<file path="src/rtl/fir_sample_serializer_if.sv">
// rtl/fir_sample_serializer_if.sv - parallel sample handshake between FIR output stage and serializer
interface fir_sample_serializer_if #(
    parameter int DATA_W = 16
);
    logic [DATA_W-1:0] data_in;
    logic              in_valid;
    logic              in_ready;

    // FIR output stage drives samples
    modport master (
        output data_in,
        output in_valid,
        input  in_ready
    );

    // Serializer accepts samples
    modport slave (
        input  data_in,
        input  in_valid,
        output in_ready
    );
endinterface

</file>
<file path="src/rtl/fir_sample_serializer.sv">
// rtl/fir_sample_serializer.sv - FIFO-buffered MSB-first serial transmitter for FIR output samples
module fir_sample_serializer #(
    parameter int DATA_W     = 16,
    parameter int BCLK_DIV   = 4,
    parameter int FIFO_DEPTH = 4
) (
    input  logic                    clk,
    input  logic                    reset,
    fir_sample_serializer_if.slave  in_if,
    output logic                    sclk,
    output logic                    sdata,
    output logic                    sync,
    output logic                    busy,
    output logic                    overflow,
    output logic [15:0]             word_count
);

    localparam int PTR_W = (FIFO_DEPTH > 1) ? $clog2(FIFO_DEPTH) : 1;
    localparam int CNT_W = (BCLK_DIV > 1) ? $clog2(BCLK_DIV) : 1;
    localparam int BIT_W = (DATA_W > 1) ? $clog2(DATA_W) : 1;

    localparam logic [CNT_W-1:0] CNT_MAX       = CNT_W'(BCLK_DIV - 1);
    localparam logic [CNT_W-1:0] CNT_HALF      = CNT_W'(BCLK_DIV / 2);
    localparam logic [BIT_W-1:0] BIT_MAX       = BIT_W'(DATA_W - 1);
    localparam logic [PTR_W:0]   FIFO_FULL_CNT = (PTR_W + 1)'(FIFO_DEPTH);

    typedef enum logic {
        ST_IDLE,
        ST_SHIFT
    } state_t;

    state_t              state_q,      state_d;
    logic [CNT_W-1:0]    cnt_q,        cnt_d;
    logic [BIT_W-1:0]    bit_idx_q,    bit_idx_d;
    logic [DATA_W-1:0]   sr_q,         sr_d;
    logic [15:0]         word_count_q, word_count_d;
    logic                overflow_q,   overflow_d;
    logic [PTR_W-1:0]    wr_ptr_q,     wr_ptr_d;
    logic [PTR_W-1:0]    rd_ptr_q,     rd_ptr_d;
    logic [PTR_W:0]      fifo_cnt_q,   fifo_cnt_d;
    logic [DATA_W-1:0]   fifo_mem_q [FIFO_DEPTH];

    logic                fifo_full;
    logic                fifo_empty;
    logic                push;
    logic                pop;
    logic [DATA_W-1:0]   fifo_head;

    assign fifo_full  = (fifo_cnt_q == FIFO_FULL_CNT);
    assign fifo_empty = (fifo_cnt_q == '0);
    assign fifo_head  = fifo_mem_q[rd_ptr_q];

    // in_ready depends only on the occupancy count, never on in_valid
    assign in_if.in_ready = ~fifo_full;
    assign push           = in_if.in_valid & ~fifo_full;

    // FIFO storage: written on accepted pushes; contents are don't-care when empty
    always_ff @(posedge clk) begin
        if (push) begin
            fifo_mem_q[wr_ptr_q] <= in_if.data_in;
        end
    end

    // FIFO pointers/occupancy and sticky overflow next-state
    always_comb begin
        wr_ptr_d   = wr_ptr_q;
        rd_ptr_d   = rd_ptr_q;
        fifo_cnt_d = fifo_cnt_q;
        overflow_d = overflow_q | (in_if.in_valid & fifo_full);
        if (push) begin
            wr_ptr_d = wr_ptr_q + PTR_W'(1);
        end
        if (pop) begin
            rd_ptr_d = rd_ptr_q + PTR_W'(1);
        end
        case ({push, pop})
            2'b10:   fifo_cnt_d = fifo_cnt_q + (PTR_W + 1)'(1);
            2'b01:   fifo_cnt_d = fifo_cnt_q - (PTR_W + 1)'(1);
            default: fifo_cnt_d = fifo_cnt_q;
        endcase
    end

    // Transmit FSM next-state: loads a word from the FIFO head and walks cnt/bit_idx
    always_comb begin
        state_d      = state_q;
        cnt_d        = cnt_q;
        bit_idx_d    = bit_idx_q;
        sr_d         = sr_q;
        word_count_d = word_count_q;
        pop          = 1'b0;
        case (state_q)
            ST_IDLE: begin
                if (!fifo_empty) begin
                    pop       = 1'b1;
                    sr_d      = fifo_head;
                    bit_idx_d = BIT_MAX;
                    cnt_d     = '0;
                    state_d   = ST_SHIFT;
                end
            end
            ST_SHIFT: begin
                if (cnt_q == CNT_MAX) begin
                    cnt_d = '0;
                    if (bit_idx_q == '0) begin
                        word_count_d = word_count_q + 16'd1;
                        if (!fifo_empty) begin
                            // back-to-back word, no idle gap on the link
                            pop       = 1'b1;
                            sr_d      = fifo_head;
                            bit_idx_d = BIT_MAX;
                        end else begin
                            state_d = ST_IDLE;
                        end
                    end else begin
                        bit_idx_d = bit_idx_q - BIT_W'(1);
                    end
                end else begin
                    cnt_d = cnt_q + CNT_W'(1);
                end
            end
            default: begin
                state_d = ST_IDLE;
            end
        endcase
    end

    // State registers; async reset abandons any partial word and empties the FIFO
    always_ff @(posedge clk or negedge reset) begin
        if (!reset) begin
            state_q      <= ST_IDLE;
            cnt_q        <= '0;
            bit_idx_q    <= '0;
            sr_q         <= '0;
            word_count_q <= '0;
            overflow_q   <= 1'b0;
            wr_ptr_q     <= '0;
            rd_ptr_q     <= '0;
            fifo_cnt_q   <= '0;
        end else begin
            state_q      <= state_d;
            cnt_q        <= cnt_d;
            bit_idx_q    <= bit_idx_d;
            sr_q         <= sr_d;
            word_count_q <= word_count_d;
            overflow_q   <= overflow_d;
            wr_ptr_q     <= wr_ptr_d;
            rd_ptr_q     <= rd_ptr_d;
            fifo_cnt_q   <= fifo_cnt_d;
        end
    end

    // Serial outputs decoded purely from registered state, forced quiet in IDLE
    always_comb begin
        busy  = (state_q == ST_SHIFT);
        sdata = busy & sr_q[bit_idx_q];
        sclk  = busy & (cnt_q >= CNT_HALF);
        sync  = busy & (bit_idx_q == BIT_MAX);
    end

    assign overflow   = overflow_q;
    assign word_count = word_count_q;

endmodule

</file>
<file path="src/flat_wrapper.sv">
// flat-port wrapper written by rule: the top's interface ports become plain ports
module fir_sample_serializer_flat 
#(
    parameter int DATA_W     = 16,
    parameter int BCLK_DIV   = 4,
    parameter int FIFO_DEPTH = 4
)
  (clk, reset, sclk, sdata, sync, busy, overflow, word_count, in_if_data_in, in_if_in_valid, in_if_in_ready);
  fir_sample_serializer_if #(.DATA_W(DATA_W)) in_if_i ();
  input  logic clk;
  input  logic reset;
  output logic sclk;
  output logic sdata;
  output logic sync;
  output logic busy;
  output logic overflow;
  output logic [15:0] word_count;
  input wire logic [$bits(in_if_i.data_in)-1:0] in_if_data_in;
  input wire logic [$bits(in_if_i.in_valid)-1:0] in_if_in_valid;
  output wire logic [$bits(in_if_i.in_ready)-1:0] in_if_in_ready;
  assign in_if_i.data_in = in_if_data_in;
  assign in_if_i.in_valid = in_if_in_valid;
  assign in_if_in_ready = in_if_i.in_ready;
  fir_sample_serializer #(.DATA_W(DATA_W), .BCLK_DIV(BCLK_DIV), .FIFO_DEPTH(FIFO_DEPTH)) u_core (.clk(clk), .reset(reset), .in_if(in_if_i), .sclk(sclk), .sdata(sdata), .sync(sync), .busy(busy), .overflow(overflow), .word_count(word_count));
endmodule
</file>
<file path="config.mk">
export PLATFORM = sky130hd
export DESIGN_NAME = fir_sample_serializer_flat
export DESIGN_NICKNAME = d
export VERILOG_FILES = /design/src/rtl/fir_sample_serializer_if.sv /design/src/rtl/fir_sample_serializer.sv /design/src/flat_wrapper.sv
export SDC_FILE = /design/constraint.sdc
export NUM_CORES = 1
export LEC_CHECK = 0
export ABC_AREA = 0
export CAP_MARGIN = 40
export CORE_MARGIN = 4
export CORE_UTILIZATION = 50
export DETAILED_ROUTE_END_ITERATION = 8
export PLACE_DENSITY_LB_ADDON = 0.2
export SYNTH_ARGS = -nofsm -noshare
export SYNTH_HDL_FRONTEND = slang
export SYNTH_SLANG_ARGS = --single-unit
</file>
<file path="constraint.sdc">
create_clock -name clk -period 3.6 [get_ports clk]
set_clock_uncertainty 0.2 [all_clocks]
set_input_delay 0.9 -clock clk [delete_from_list [all_inputs] [get_ports clk]]
set_output_delay 0.9 -clock clk [all_outputs]
set_load 0.05 [all_outputs]
</file>
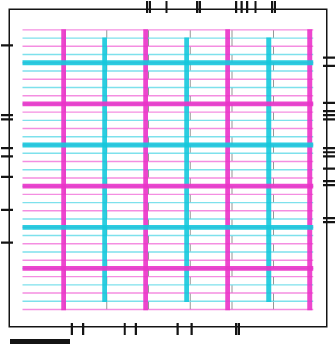
Run 1: PDN straps and rails
Bar = 20 um. Pins as bars on the die edge. Tap cells in gray.
| color | net |
|---|---|
| magenta | VSS |
| cyan | VDD |
met1 rails: 35
met4 straps: 7
area of the core: 0.008891 sq mm
chip width: 104.5 um
Die H: 104.5 um
peak supply drop: 0.0003573 V

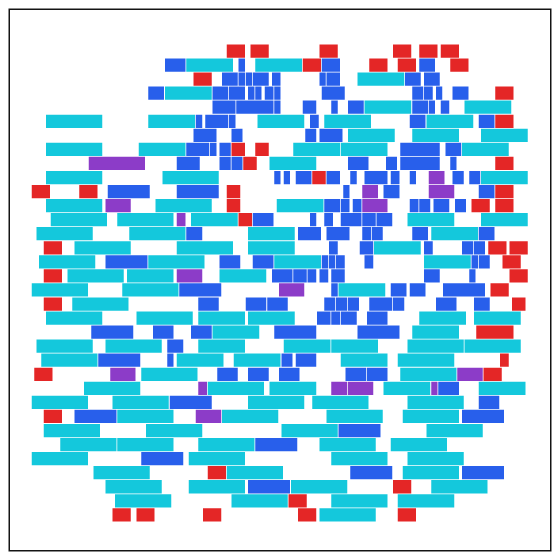
Run 1: cell classes on the final placement
| color | class | cells | share of their area |
|---|---|---|---|
| purple | clock drivers and dummy loads | 16 | 3.7% |
| blue | all other logic | 157 | 28% |
| cyan | flip-flops | 111 | 59% |
| red | other buffers and delay cells | 48 | 8.9% |
Row Count: 34
fin area: 0.005386 sq mm
final core utilization: 60.58%
sequential share of cell area: 57.51%

==> impl_metrics.py, run 1 <==
# Generated from Yosys and OpenROAD reports
metrics = {
    "cells_and_area": {
        "nNetsFinal": 358,
        "nFillCells": 662,
        "combGateArea_sq_mm": 0.001464,
        "largest_register_ffs": 64,
        "logic_gates": 149,
        "area_growth_syn_to_layout_pct": 15.69,
        "buffer_area_share_pct": 8.641,
        "nClkBuffers": 9,
        "layout-drive-gt1-share_pct": 20.48,
        "signal_buffers": 48,
        "regArea_sq_mm": 0.003098,
        "layout.cells.most_common": "edfxtp_1",
        "final_cell_count_no_fill": 440,
        "regMostFlops": "u_core.fifo_mem_q",
        "diodes": 0,
        "clockNetworkAreaShare_pct": 3.600,
        "lay_top_cells": "64 x edfxtp_1, 47 x dfrtp_1, 38 x clkdlybuf4s50_1",
        "area_dominant_class": "sequential cells",
        "inv_count": 8,
        "combAreaFraction_pct": 27.18,
        "flop-count": 111,
    },
    "global_route": {
        "grt_use_met3_pct": 4.407,
        "grt_use_total_pct": 15.35,
        "grt_overflow": 0,
        "grt_pass1_wl_um": 12950,
        "grt_util_met1_pct": 21.16,
        "grt_pass1_vias": 2462,
        "busiest_layer": "met2",
        "gr-usage-met2_pct": 23.57,
        "antenna_found_initial": 0,
    },
    "detailed_routing": {
        "routed_via_density": 5.536,
        "ant_nets": 0,
        "drc": 0,
        "highest_layer": "met4",
        "drt_pass1_iterations": 4,
        "drt-initial-drc-count": 87,
        "wl_met3_um": 425,
        "wl_met2_um": 3617,
        "vias": 2436,
        "drt-met1-wl_um": 3446,
        "wl_per_cell_um": 17.29,
    },
    "yosys": {
        "ys_ff": 111,
        "ys_sh_mux_pct": 14.00,
        "ys.warnings.count": 0,
        "synth-simple-area-share_pct": 7.149,
        "yosysUniqueCellTypes": 40,
        "synthTopCellsByArea": "edfxtp_1 41%, dfrtp_1 25%, mux4_2 8.7%",
        "edf_count": 64,
        "ys_area_sq_mm": 0.004656,
        "synthAoiAreaFrac_pct": 2.956,
        "yosys.area.top_type": "edfxtp_1",
        "top_logic_kind": "multiplexers",
        "synth.most_common_cell": "edfxtp_1",
        "async_flop_share_pct": 42.34,
        "syn_inst": 279,
        "ys.flop_type": "edfxtp_1",
        "synth_nets": 310,
        "yosys_cells": 279,
        "fa_ha_area_share_pct": 3.386,
        "xor_share_pct": 3.951,
        "synth.cell_area_sq_mm": 0.004656,
        "syn_area_per_cell_sq_um": 16.69,
        "top_cell_area_share_pct": 41.28,
        "ys_seq_share_pct": 66.54,
        "synthTopCellsByCount": "64 x edfxtp_1, 47 x dfrtp_1, 21 x mux2_2, 18 x mux4_2, 13 x nand2_1",
    },
    "setup_path": {
        "path_cells": "ha_1, and4_1, clkdlybuf4s50_1",
        "max_stage_delay_ns": 0.80,
        "startpoint": "u_core.bit_idx_q[0]$_DFFE_PN0N_",
        "criticalPathCategory": "register to output port",
        "crit_end": "sync",
        "r2r-start": "u_core.bit_idx_q[0]$_DFFE_PN0N_",
        "cpMaxStageDelayCell": "clkdlybuf4s50_1",
        "rr_endpoint": "u_core.fifo_cnt_q[2]$_DFFE_PN0P_",
        "crit_path_end_kind": "output port",
        "critPathBufInv": 1,
        "rr_worst_depth": 10,
        "cp.depth": 3,
        "crit_arrival_ns": 2.20,
        "r2r_slack_ns": 0.95,
        "critical_path.max_fanout": 12,
        "cp-start-kind": "register",
        "required_ns": 2.50,
    },
    "floorplan": {
        "io_pins": 41,
        "die_area_sq_mm": 0.01092,
        "fp_util_pct": 52.36,
        "n_tap_cell": 108,
    },
    "run_status": {
        "status": "complete, no violations",
    },
    "final_timing": {
        "period_needed_ns": 3.297,
        "setup_violations": 0,
        "finalCritPeriodShare_pct": 91.58,
        "hold_slack_ns": 0.2331,
        "rsz0062_at_grt": "false",
        "slew_viol_final": 0,
        "tns_ns": 0,
        "relSlewSlack_pct": 43.66,
        "tightest_slew_ns": 0.8451,
        "max_freq_mhz": 303.3,
        "finalHoldViolations": 0,
    },
    "placement": {
        "io_buffer_count": 40,
        "place_inst": 424,
        "placed_cell_area_sq_mm": 0.005192,
        "detailedPlacementHpwl_um": 5112,
        "gp_congestion": 0.7313,
        "pre_cts_slack_ns": 0.6776,
    },
    "clocking": {
        "cts_tree": "yes",
        "clk_pin_slew_worst_paths_ns": 0.10,
        "hold_buffers": 0,
        "cts_resized": 0,
        "post-cts-setup-buffers": 0,
        "cts_root_buffer": "clkbuf_8",
        "cts.sinks": 111,
        "clock_path_buffers": 2,
        "numCtsBuffers": 9,
    },
    "hold_path": {
        "hp-class": "primary input to asynchronous set/reset pin",
    },
    "pwr": {
        "switching_share_pct": 31.97,
        "p_leak_uw": 0.002113,
        "p_int_uw": 2573,
        "total_power_uw": 3782,
        "power.group.top": "sequential cells",
        "comb_power_uw": 1160,
        "p_switching_uw": 1209,
        "p_seq_uw": 1900,
        "pwr_density_cell_mw_per_mm2": 702.1,
        "p_comb_share_pct": 30.7,
    },
    "run": {
        "tool_warnings": 32,
        "maxCapViolations": 0,
    },
}
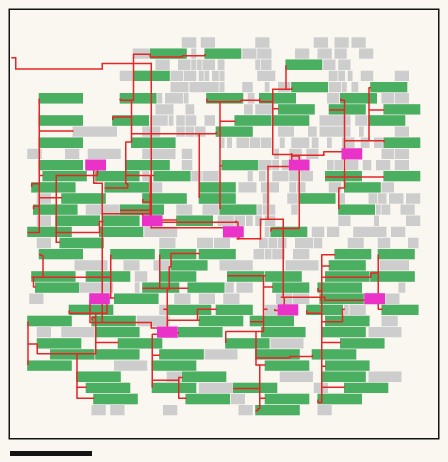
Run 1: routed clock nets over the placement
Bar = 20 um.
[magenta] cells driving clock nets | count: 9
[green] flip-flops | count: 111
[red] clock wires | length: 1,130 um
flops lie: widely spread
later-pin clock latency in the skew report: 0.37 ns
power in the clock group: 723 uW
Clock Power Share: 19.1%

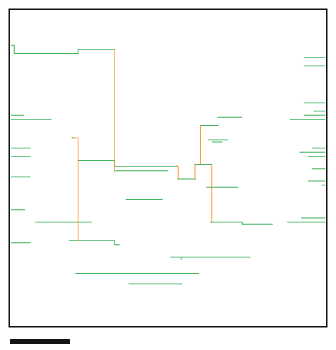
Run 1: routed metal, one color a layer
Bar = 20 um. Two of the layers only.
| color | layer | wire length |
|---|---|---|
| green | met3 | 426 um |
| orange | met4 | 117 um |

## Run 2: what changed since run 1
Settings changed: SKIP_LAST_GASP from default to 1.
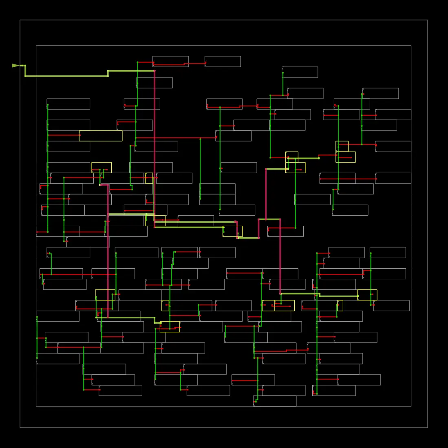
Run 2: the clock network
flop count: 111
clock sink count: 111
clock buffer count in the final layout: 9
TritonCTS buffer count: 9

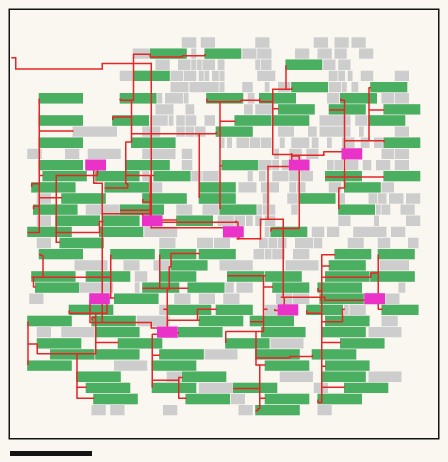
Run 2: routed clock nets over the placement
Bar = 20 um.
[magenta] cells driving clock nets | count: 9
[red] clock wires | length: 1,130 um
[green] flip-flops | count: 111
flops lie: widely spread

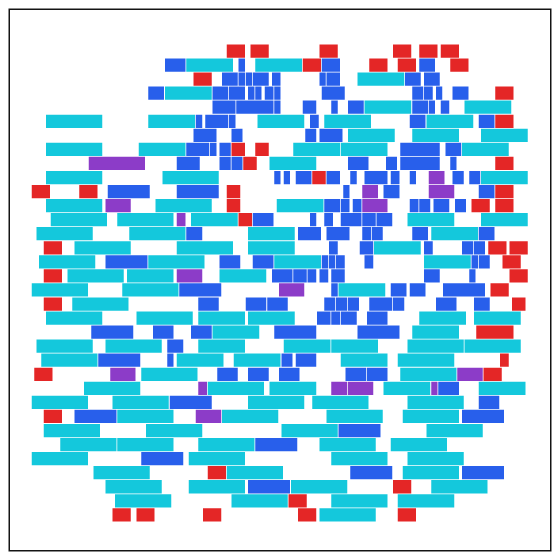
Run 2: cell classes on the final placement
| color | class | cells | share of their area |
|---|---|---|---|
| blue | all other logic | 157 | 28% |
| red | other buffers and delay cells | 48 | 8.9% |
| purple | clock drivers and dummy loads | 16 | 3.7% |
| cyan | flip-flops | 111 | 59% |

==> impl_metrics.py, run 2 <==
# Generated from Yosys and OpenROAD reports
metrics = {
    "run_status": {
        "status": "complete, no violations",
    },
    "setup_path": {
        "cp-start-kind": "register",
        "crit_arrival_ns": 2.20,
        "max_stage_delay_ns": 0.80,
        "cp.depth": 3,
        "rr_endpoint": "u_core.fifo_cnt_q[2]$_DFFE_PN0P_",
        "r2r_slack_ns": 0.95,
        "rr_worst_depth": 10,
        "required_ns": 2.50,
        "r2r-start": "u_core.bit_idx_q[0]$_DFFE_PN0N_",
    },
    "global_route": {
        "grt_util_met1_pct": 21.16,
        "grt_use_met3_pct": 4.407,
        "antenna_found_initial": 0,
        "grt_overflow": 0,
    },
    "cells_and_area": {
        "area_dominant_class": "sequential cells",
        "largest_register_ffs": 64,
        "combAreaFraction_pct": 27.18,
        "combGateArea_sq_mm": 0.001464,
        "inv_count": 8,
        "design_area_sq_mm": 0.005386,
        "diodes": 0,
        "layout-drive-gt1-share_pct": 20.48,
    },
    "pwr": {
        "total_power_uw": 3782,
        "vdd_drop_max_v": 0.0003573,
        "p_leak_uw": 0.002113,
        "p_comb_share_pct": 30.7,
        "comb_power_uw": 1160,
        "pwr.group.clock_uw": 723,
        "power.group.top": "sequential cells",
        "p_seq_uw": 1900,
    },
    "floorplan": {
        "die_area_sq_mm": 0.01092,
        "fp_util_pct": 52.36,
        "io_pins": 41,
        "n_tap_cell": 108,
        "rows": 34,
        "core_sq_mm": 0.008891,
    },
    "detailed_routing": {
        "ant_nets": 0,
        "wl_met3_um": 425,
        "wl_met2_um": 3617,
        "highest_layer": "met4",
        "drt-met1-wl_um": 3446,
        "vias": 2436,
    },
    "yosys": {
        "ys_area_sq_mm": 0.004656,
        "synth.cell_area_sq_mm": 0.004656,
        "xor_share_pct": 3.951,
        "ys_seq_share_pct": 66.54,
        "synth-simple-area-share_pct": 7.149,
        "top_logic_kind": "multiplexers",
        "ys_sh_mux_pct": 14.00,
        "ys_ff": 111,
        "edf_count": 64,
        "syn_area_per_cell_sq_um": 16.69,
        "synth.most_common_cell": "edfxtp_1",
        "synth_nets": 310,
        "synthTopCellsByArea": "edfxtp_1 41%, dfrtp_1 25%, mux4_2 8.7%",
    },
    "final_timing": {
        "setup_violations": 0,
        "tightest_slew_ns": 0.8451,
        "rsz0062_at_grt": "false",
        "hold_slack_ns": 0.2331,
    },
    "placement": {
        "gp_congestion": 0.7313,
        "pre_cts_slack_ns": 0.6776,
    },
    "clocking": {
        "clk_pin_slew_worst_paths_ns": 0.10,
        "cts_tree": "yes",
        "hold_buffers": 0,
        "clock_path_buffers": 2,
    },
    "run": {
        "tool_warnings": 32,
    },
}
Power and IR drop assume default switching activity.
